$ cat src/rtl/z80_bus_ctrl_pkg.sv
// z80_bus_pkg: shared definitions for the z80 bus-cycle sequencer.
//   - T-state encodings (IDLE/T1/T2/TW/T3) as legacy-style constants
//   - wait-state counter width and limits
//   - bus strobe bundle type, its idle value and a per-state strobe decoder
package z80_bus_pkg;

    localparam logic [2:0] ST_IDLE = 3'd0;
    localparam logic [2:0] ST_T1   = 3'd1;
    localparam logic [2:0] ST_T2   = 3'd2;
    localparam logic [2:0] ST_TW   = 3'd3;
    localparam logic [2:0] ST_T3   = 3'd4;

    localparam int unsigned        WCNT_W   = 32'd4;
    localparam int unsigned        WAIT_MAX = (32'd1 << WCNT_W) - 32'd1;
    localparam logic [WCNT_W-1:0]  WCNT_ONE = 4'd1;

    // Inactive level of every active-low strobe.
    localparam logic STROBE_IDLE = 1'b1;

    typedef struct packed {
        logic n_mreq;
        logic n_iorq;
        logic n_rd;
        logic n_wr;
        logic n_m1;
    } strobes_t;

    // Strobe levels for a given T-state; m1 must already be qualified
    // (forced to 0 for I/O or write cycles) by the caller.
    function automatic strobes_t strobe_decode(input logic [2:0] st,
                                               input logic       io,
                                               input logic       we,
                                               input logic       m1);
        strobes_t s;
        s = {5{STROBE_IDLE}};
        case (st)
            ST_T1: begin
                s.n_mreq = io;
                s.n_rd   = io | we;   // only memory reads strobe n_rd in T1
                s.n_m1   = ~m1;
            end
            ST_T2, ST_TW: begin
                s.n_mreq = io;
                s.n_iorq = ~io;
                s.n_rd   = we;
                s.n_wr   = ~we;
                s.n_m1   = ~m1;
            end
            ST_T3: begin
                s.n_mreq = io;
                s.n_iorq = ~io;
                s.n_rd   = we;
                s.n_wr   = ~we;
                s.n_m1   = STROBE_IDLE;
            end
            default: begin
                s = {5{STROBE_IDLE}};
            end
        endcase
        return s;
    endfunction

endpackage

$ cat src/rtl/z80_bus_ctrl_if.sv
// z80_bus_ctrl_if: request/response handshake plus pad-side bus signals.
//   slave  modport: the sequencer (accepts requests, drives the pads)
//   master modport: the requesting core / pad model
interface z80_bus_ctrl_if #(
    parameter int ADDR_W = 16,
    parameter int DATA_W = 8
) ();
    logic              req_valid;
    logic              req_ready;
    logic              req_we;
    logic              req_io;
    logic              req_m1;
    logic [ADDR_W-1:0] req_addr;
    logic [DATA_W-1:0] req_wdata;
    logic              rsp_valid;
    logic [DATA_W-1:0] rsp_rdata;
    logic              n_wait;
    logic [DATA_W-1:0] din;
    logic [ADDR_W-1:0] addr;
    logic [DATA_W-1:0] dout;
    logic              dout_en;
    logic              n_mreq;
    logic              n_iorq;
    logic              n_rd;
    logic              n_wr;
    logic              n_m1;

    modport slave (
        input  req_valid, req_we, req_io, req_m1, req_addr, req_wdata, n_wait, din,
        output req_ready, rsp_valid, rsp_rdata, addr, dout, dout_en,
               n_mreq, n_iorq, n_rd, n_wr, n_m1
    );

    modport master (
        output req_valid, req_we, req_io, req_m1, req_addr, req_wdata, n_wait, din,
        input  req_ready, rsp_valid, rsp_rdata, addr, dout, dout_en,
               n_mreq, n_iorq, n_rd, n_wr, n_m1
    );
endinterface

$ cat src/rtl/z80_bus_ctrl_sync.sv
// z80_sync: STAGES-deep flop synchroniser, flops reset to 1 (inactive for an
// active-low input). STAGES = 0 passes the input straight through.
//   clk, n_reset : clock, async active-low reset
//   d            : asynchronous input
//   q            : synchronised output
module z80_sync #(
    parameter int STAGES = 2
) (
    input  logic clk,
    input  logic n_reset,
    input  logic d,
    output logic q
);
    if (STAGES == 0) begin : g_bypass
        assign q = d;
    end else begin : g_sync
        logic [STAGES-1:0] sync_q;
        logic [STAGES-1:0] sync_d;

        // Shift the input one stage per clock.
        always_comb begin
            sync_d    = sync_q;
            sync_d[0] = d;
            for (int i = 1; i < STAGES; i++) begin
                sync_d[i] = sync_q[i-1];
            end
        end

        // Synchroniser flops.
        always_ff @(posedge clk or negedge n_reset) begin
            if (!n_reset) begin
                sync_q <= '1;
            end else begin
                sync_q <= sync_d;
            end
        end

        assign q = sync_q[STAGES-1];
    end
endmodule

$ cat src/rtl/z80_bus_ctrl.sv
// z80_bus_ctrl: turns one-word core requests into Z80 T-state bus cycles.
//   clk, n_reset : clock, async active-low reset
//   bus (slave)  : req_* handshake in, rsp_* read response out, n_wait/din
//                  from pads, addr/dout/dout_en and active-low strobes out.
// All pad outputs are registered and are decoded from the next state, so
// they line up with the T-state the FSM is in during each cycle.
module z80_bus_ctrl
    import z80_bus_pkg::*;
#(
    parameter int ADDR_W    = 16,
    parameter int DATA_W    = 8,
    parameter int MEM_WAIT  = 0,
    parameter int IO_WAIT   = 1,
    parameter int WAIT_SYNC = 2
) (
    input  logic          clk,
    input  logic          n_reset,
    z80_bus_ctrl_if.slave bus
);
    if ((MEM_WAIT < 0) || (MEM_WAIT > WAIT_MAX) || (IO_WAIT < 0) || (IO_WAIT > WAIT_MAX)) begin : g_bad_wait
        $error("z80_bus_ctrl: MEM_WAIT/IO_WAIT must be in 0..15");
    end

    logic [2:0]        state_q, state_d;
    logic [WCNT_W-1:0] wcnt_q, wcnt_d;
    logic              we_q, we_d, io_q, io_d, m1_q, m1_d;
    logic [ADDR_W-1:0] addr_q, addr_d;
    logic [DATA_W-1:0] dout_q, dout_d;
    logic [DATA_W-1:0] rdata_q, rdata_d;
    logic              rsp_valid_q, rsp_valid_d;
    logic              req_ready_q, req_ready_d;
    logic              dout_en_q, dout_en_d;
    strobes_t          strobes_q, strobes_d;
    logic              wait_s;
    logic              accept_s;

    z80_sync #(.STAGES(WAIT_SYNC)) u_wait_sync (
        .clk     (clk),
        .n_reset (n_reset),
        .d       (bus.n_wait),
        .q       (wait_s)
    );

    assign accept_s = bus.req_valid && ((state_q == ST_IDLE) || (state_q == ST_T3));

    // Request latching and T-state sequencing.
    always_comb begin
        state_d = state_q;
        wcnt_d  = wcnt_q;
        we_d    = we_q;
        io_d    = io_q;
        m1_d    = m1_q;
        addr_d  = addr_q;
        dout_d  = dout_q;
        if (accept_s) begin
            we_d   = bus.req_we;
            io_d   = bus.req_io;
            m1_d   = bus.req_m1 & ~bus.req_io & ~bus.req_we;
            addr_d = bus.req_addr;
            dout_d = bus.req_we ? bus.req_wdata : dout_q;
            wcnt_d = bus.req_io ? WCNT_W'(IO_WAIT) : WCNT_W'(MEM_WAIT);
        end else begin
            wcnt_d = wcnt_q;
        end
        case (state_q)
            ST_IDLE: state_d = accept_s ? ST_T1 : ST_IDLE;
            ST_T1:   state_d = ST_T2;
            ST_T2, ST_TW: begin
                // Programmed waits first; external n_wait only once they are spent.
                if (wcnt_q != '0) begin
                    state_d = ST_TW;
                    wcnt_d  = wcnt_q - WCNT_ONE;
                end else if (!wait_s) begin
                    state_d = ST_TW;
                end else begin
                    state_d = ST_T3;
                end
            end
            ST_T3:   state_d = accept_s ? ST_T1 : ST_IDLE;
            default: state_d = ST_IDLE;
        endcase
    end

    // Registered pad outputs and read response, decoded from the next state.
    always_comb begin
        rsp_valid_d = (state_q == ST_T3) && !we_q;
        rdata_d     = rsp_valid_d ? bus.din : rdata_q;
        req_ready_d = (state_d == ST_IDLE) || (state_d == ST_T3);
        strobes_d   = strobe_decode(state_d, io_d, we_d, m1_d);
        dout_en_d   = we_d && (state_d != ST_IDLE);
    end

    // State and output flops; reset aborts any cycle in progress.
    always_ff @(posedge clk or negedge n_reset) begin
        if (!n_reset) begin
            state_q     <= ST_IDLE;
            wcnt_q      <= '0;
            we_q        <= 1'b0;
            io_q        <= 1'b0;
            m1_q        <= 1'b0;
            addr_q      <= '0;
            dout_q      <= '0;
            rdata_q     <= '0;
            rsp_valid_q <= 1'b0;
            req_ready_q <= 1'b1;
            dout_en_q   <= 1'b0;
            strobes_q   <= {5{STROBE_IDLE}};
        end else begin
            state_q     <= state_d;
            wcnt_q      <= wcnt_d;
            we_q        <= we_d;
            io_q        <= io_d;
            m1_q        <= m1_d;
            addr_q      <= addr_d;
            dout_q      <= dout_d;
            rdata_q     <= rdata_d;
            rsp_valid_q <= rsp_valid_d;
            req_ready_q <= req_ready_d;
            dout_en_q   <= dout_en_d;
            strobes_q   <= strobes_d;
        end
    end

    assign bus.req_ready = req_ready_q;
    assign bus.rsp_valid = rsp_valid_q;
    assign bus.rsp_rdata = rdata_q;
    assign bus.addr      = addr_q;
    assign bus.dout      = dout_q;
    assign bus.dout_en   = dout_en_q;
    assign bus.n_mreq    = strobes_q.n_mreq;
    assign bus.n_iorq    = strobes_q.n_iorq;
    assign bus.n_rd      = strobes_q.n_rd;
    assign bus.n_wr      = strobes_q.n_wr;
    assign bus.n_m1      = strobes_q.n_m1;
endmodule

$ cat src/flat_wrapper.sv
// flat-port wrapper written by rule: the top's interface ports become plain ports
module z80_bus_ctrl_flat import z80_bus_pkg::*;
#(
    parameter int ADDR_W    = 16,
    parameter int DATA_W    = 8,
    parameter int MEM_WAIT  = 0,
    parameter int IO_WAIT   = 1,
    parameter int WAIT_SYNC = 2
)
  (clk, n_reset, bus_req_valid, bus_req_we, bus_req_io, bus_req_m1, bus_req_addr, bus_req_wdata, bus_n_wait, bus_din, bus_req_ready, bus_rsp_valid, bus_rsp_rdata, bus_addr, bus_dout, bus_dout_en, bus_n_mreq, bus_n_iorq, bus_n_rd, bus_n_wr, bus_n_m1);
  z80_bus_ctrl_if #(.ADDR_W(ADDR_W), .DATA_W(DATA_W)) bus_i ();
  input  logic clk;
  input  logic n_reset;
  input wire logic [$bits(bus_i.req_valid)-1:0] bus_req_valid;
  input wire logic [$bits(bus_i.req_we)-1:0] bus_req_we;
  input wire logic [$bits(bus_i.req_io)-1:0] bus_req_io;
  input wire logic [$bits(bus_i.req_m1)-1:0] bus_req_m1;
  input wire logic [$bits(bus_i.req_addr)-1:0] bus_req_addr;
  input wire logic [$bits(bus_i.req_wdata)-1:0] bus_req_wdata;
  input wire logic [$bits(bus_i.n_wait)-1:0] bus_n_wait;
  input wire logic [$bits(bus_i.din)-1:0] bus_din;
  output wire logic [$bits(bus_i.req_ready)-1:0] bus_req_ready;
  output wire logic [$bits(bus_i.rsp_valid)-1:0] bus_rsp_valid;
  output wire logic [$bits(bus_i.rsp_rdata)-1:0] bus_rsp_rdata;
  output wire logic [$bits(bus_i.addr)-1:0] bus_addr;
  output wire logic [$bits(bus_i.dout)-1:0] bus_dout;
  output wire logic [$bits(bus_i.dout_en)-1:0] bus_dout_en;
  output wire logic [$bits(bus_i.n_mreq)-1:0] bus_n_mreq;
  output wire logic [$bits(bus_i.n_iorq)-1:0] bus_n_iorq;
  output wire logic [$bits(bus_i.n_rd)-1:0] bus_n_rd;
  output wire logic [$bits(bus_i.n_wr)-1:0] bus_n_wr;
  output wire logic [$bits(bus_i.n_m1)-1:0] bus_n_m1;
  assign bus_i.req_valid = bus_req_valid;
  assign bus_i.req_we = bus_req_we;
  assign bus_i.req_io = bus_req_io;
  assign bus_i.req_m1 = bus_req_m1;
  assign bus_i.req_addr = bus_req_addr;
  assign bus_i.req_wdata = bus_req_wdata;
  assign bus_i.n_wait = bus_n_wait;
  assign bus_i.din = bus_din;
  assign bus_req_ready = bus_i.req_ready;
  assign bus_rsp_valid = bus_i.rsp_valid;
  assign bus_rsp_rdata = bus_i.rsp_rdata;
  assign bus_addr = bus_i.addr;
  assign bus_dout = bus_i.dout;
  assign bus_dout_en = bus_i.dout_en;
  assign bus_n_mreq = bus_i.n_mreq;
  assign bus_n_iorq = bus_i.n_iorq;
  assign bus_n_rd = bus_i.n_rd;
  assign bus_n_wr = bus_i.n_wr;
  assign bus_n_m1 = bus_i.n_m1;
  z80_bus_ctrl #(.ADDR_W(ADDR_W), .DATA_W(DATA_W), .MEM_WAIT(MEM_WAIT), .IO_WAIT(IO_WAIT), .WAIT_SYNC(WAIT_SYNC)) u_core (.clk(clk), .n_reset(n_reset), .bus(bus_i));
endmodule
$ cat config.mk
export PLATFORM = sky130hd
export DESIGN_NAME = z80_bus_ctrl_flat
export DESIGN_NICKNAME = d
export VERILOG_FILES = /design/src/rtl/z80_bus_ctrl_pkg.sv /design/src/rtl/z80_bus_ctrl_if.sv /design/src/rtl/z80_bus_ctrl_sync.sv /design/src/rtl/z80_bus_ctrl.sv /design/src/flat_wrapper.sv
export SDC_FILE = /design/constraint.sdc
export NUM_CORES = 1
export LEC_CHECK = 0
export ABC_AREA = 1
export ABC_CLOCK_PERIOD_IN_PS = 1300
export CAP_MARGIN = 20
export CORE_UTILIZATION = 35
export DETAILED_ROUTE_END_ITERATION = 8
export DONT_BUFFER_PORTS = 1
export GPL_TIMING_DRIVEN = 0
export HOLD_SLACK_MARGIN = 0.12
export MAX_ROUTING_LAYER = met4
export SYNTH_ARGS = -nofsm -noshare
export SYNTH_HDL_FRONTEND = slang
export SYNTH_HIERARCHICAL = 1
export SYNTH_SLANG_ARGS = --single-unit
$ cat constraint.sdc
create_clock -name clk -period 1.3 [get_ports clk]
set_clock_uncertainty 0.05 [all_clocks]
set_input_delay 0.13 -clock clk [delete_from_list [all_inputs] [get_ports clk]]
set_output_delay 0.13 -clock clk [all_outputs]
set_load 0.05 [all_outputs]
power_grid.png
Scale bar: 20 um. Pins as bars on the die edge.
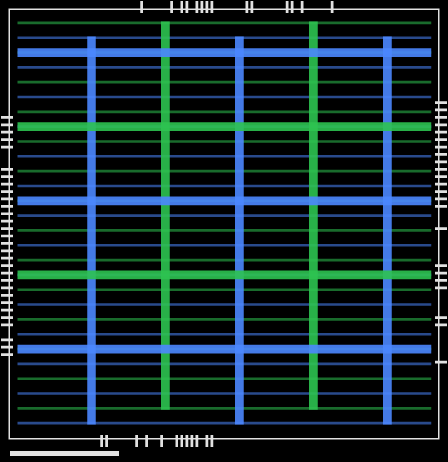
legend:
  blue:
    net: VSS
  green:
    net: VDD
met1 rails: 28
met4 straps: 5
signal pins: 79
Die X: 78.5 um
Die H: 78.5 um
total core area: 0.00557 mm2
VDD IR-drop max: 1.24 mV

congestion.png
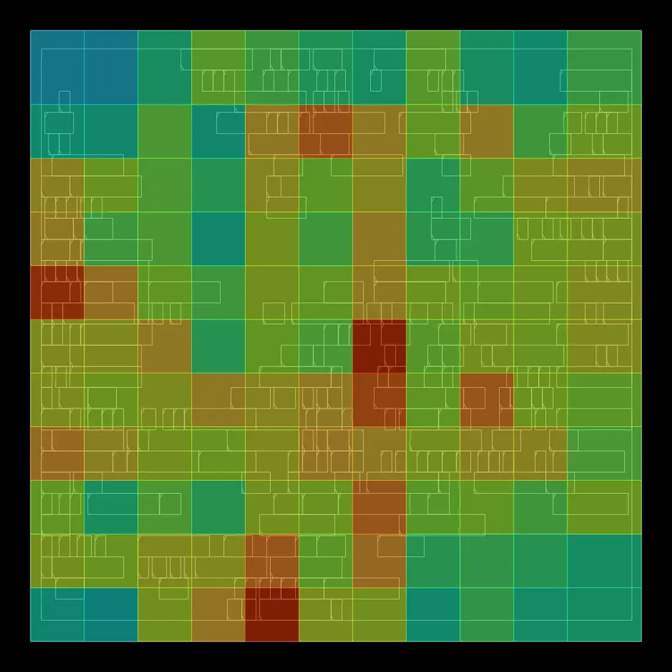
layer with the highest usage: met2
final core utilization: 49.0%
M3 GR Usage: 4.77%
global-route usage over all layers: 16.4%
met1 Resource Use GR: 19.6%

io_fan.png
Scale bar: 20 um.
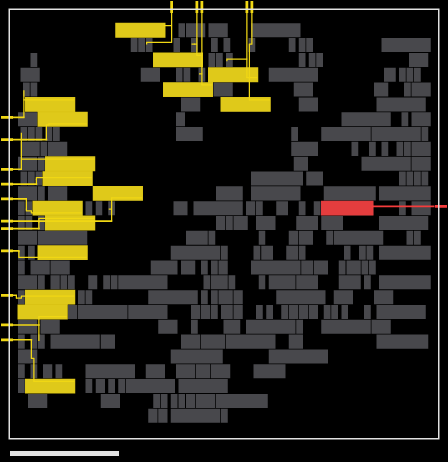
legend:
  yellow:
    port: `bus_addr`
    bits: 16
    direction: output
    edge: 11 left, 5 top
    end_cells: 16
    buffers: 0
    wire: 267 um
  red:
    port: `bus_n_m1`
    bits: 1
    direction: output
    edge: right
    end_cells: 1
    buffers: 0
    wire: 11.4 um
top-level I/O count: 79
port bufs: 0

==> metrics.csv <==
metric,value,unit
status,finished with violations,
violations,negative hold slack,
timing.final.crit_share,95.8,%
arrival,1.39,ns
nWellTaps,72,
drtPass1Iterations,4,
grt_pass1_wl,7.52,mm
clkTransAtPathRegs,0.09,ns
rr_worst_depth,7,
post_cts_buffers,3,
cts_root_buf,clkbuf_8,
avgSynthCellArea,9.49,um2
worst_path_largest_cell_delay,0.42,ns
pg_comb,1.71,mW
max_cap_viol_count,0,
final_cell_mix,"nand2_1 (103), dfrtp_1 (43), dlygate4sd3_1 (37), nand3_1 (14), buf_4 (10)",
numCtsBuffers,5,
reg2reg_to,u_core/wcnt_q[0],
cp_slowest_cell,dfrtp_1,
flop-count,52,
hold_viol_final,52,
top_area_cell,dfrtp_1,
htreeDepth,2,
wl_met3,325,um
combPwrFrac,22.5,%
dpl.hpwl,2.66,mm
hold_slack,-0.537,ns
drc,0,
slew_headroom,66.6,%
warning_count,31,
fmax,803,MHz
leakage,1.37,nW
grt_pass1_vias,1663,
ys_async_sr_fraction,100,%
cts_tree,done,
logic_gates,148,
drv_slew,0,
pre_cts_ws,-0.0136,ns
setup_viol,0,
r2r_slack,0.05,ns
largest_class,flip-flops and latches,
grt_max_degree,53,
overflow,0,
area_leaders,"dfrtp_1 (54%), nand2_1 (19%), dfstp_2 (10%)",
reg2reg_from,u_core/wcnt_q[1],
inverters,13,
buffers,48,
sh_seq_area,48.0,%
netlist_instances,216,
common_cells,"nand2_1 (106), dfrtp_1 (44), nand3_1 (16), inv_1 (10), nor2_1 (9)",
chipArea,0.00617,mm2
register_area,0.00131,mm2
cts.sinks,52,
final_layout_size_suffix_gt1_share,17.5,%
seq_power_share,63.0,%
ff_type,dfrtp_1,
place_area,0.00214,mm2
cp_max_fo,6,
end_kind,flop,
ctsResizeCount,2,
cts_hold_buf,37,
gp_congestion,0.780,
cp-startpoint,u_core/wcnt_q[1],
seq_power,4.77,mW
top_area_share,53.7,%
clkPwrFrac,14.5,%
powerClk,1.10,mW
p_sw_share,51.6,%
floorplan.core_util,36.8,%
vias,1587,
ys_cells,216,
num_rows,27,
diodes,0,
largest_reg_flops,16,
dr_wl_met2,2.38,mm
power_leader,registers,
setup.worst_path.start_class,flop,
first_iter_violations,87,
fin_cells,341,
avgViaCountPerCell,4.65,
path_class,reg2reg,
endpoint,u_core/wcnt_q[0],
synth_nets,257,
routed_wl,4.75,mm
wl_per_cell,13.9,um
comb_share,26.0,%
worstPathRequired,1.45,ns
m1WireLength,2.04,mm
fin_ws,0.0540,ns
comb_area,711,um2
rsz0062_at_grt,true,
worstMarginPinSlew,0.500,ns
p_int,3.66,mW
hold_class,in2async,
clkLatencyLatePin,0.30,ns
period_needed,1.25,ns
yosysWarnings,6,
crit_path_cell_trace,inv_2 > ha_4 > nand2_2 > o21ai_4 > nand3_1 > o21ai_0 > inv_1,
layout.nonclk_buf_share,16.5,%
use_met2,27.4,%
dp.cells,288,
==> critical path, delay by kind of cell (launching register included) <==
kind | cells | cell delay, ns
compound gates | 2 | 0.26
buf+inv | 2 | 0.14
flops | 1 | 0.42
simple gates | 2 | 0.15
fa+ha+maj | 1 | 0.13
==> logic make-up (layout without fill, tap and decap cells) <==
group / after synthesis / after routing / synth area share [%]
simple gates: 136 / 137 / 27.9
flops: 52 / 52 / 64.0
buf+inv: 17 / 69 / 4.03
compound gates: 7 / 7 / 2.01
fa+ha+maj: 2 / 2 / 1.22
xor+xnor: 2 / 2 / 0.855
Power figures rest on the tool's default switching activity, not on a simulated workload.
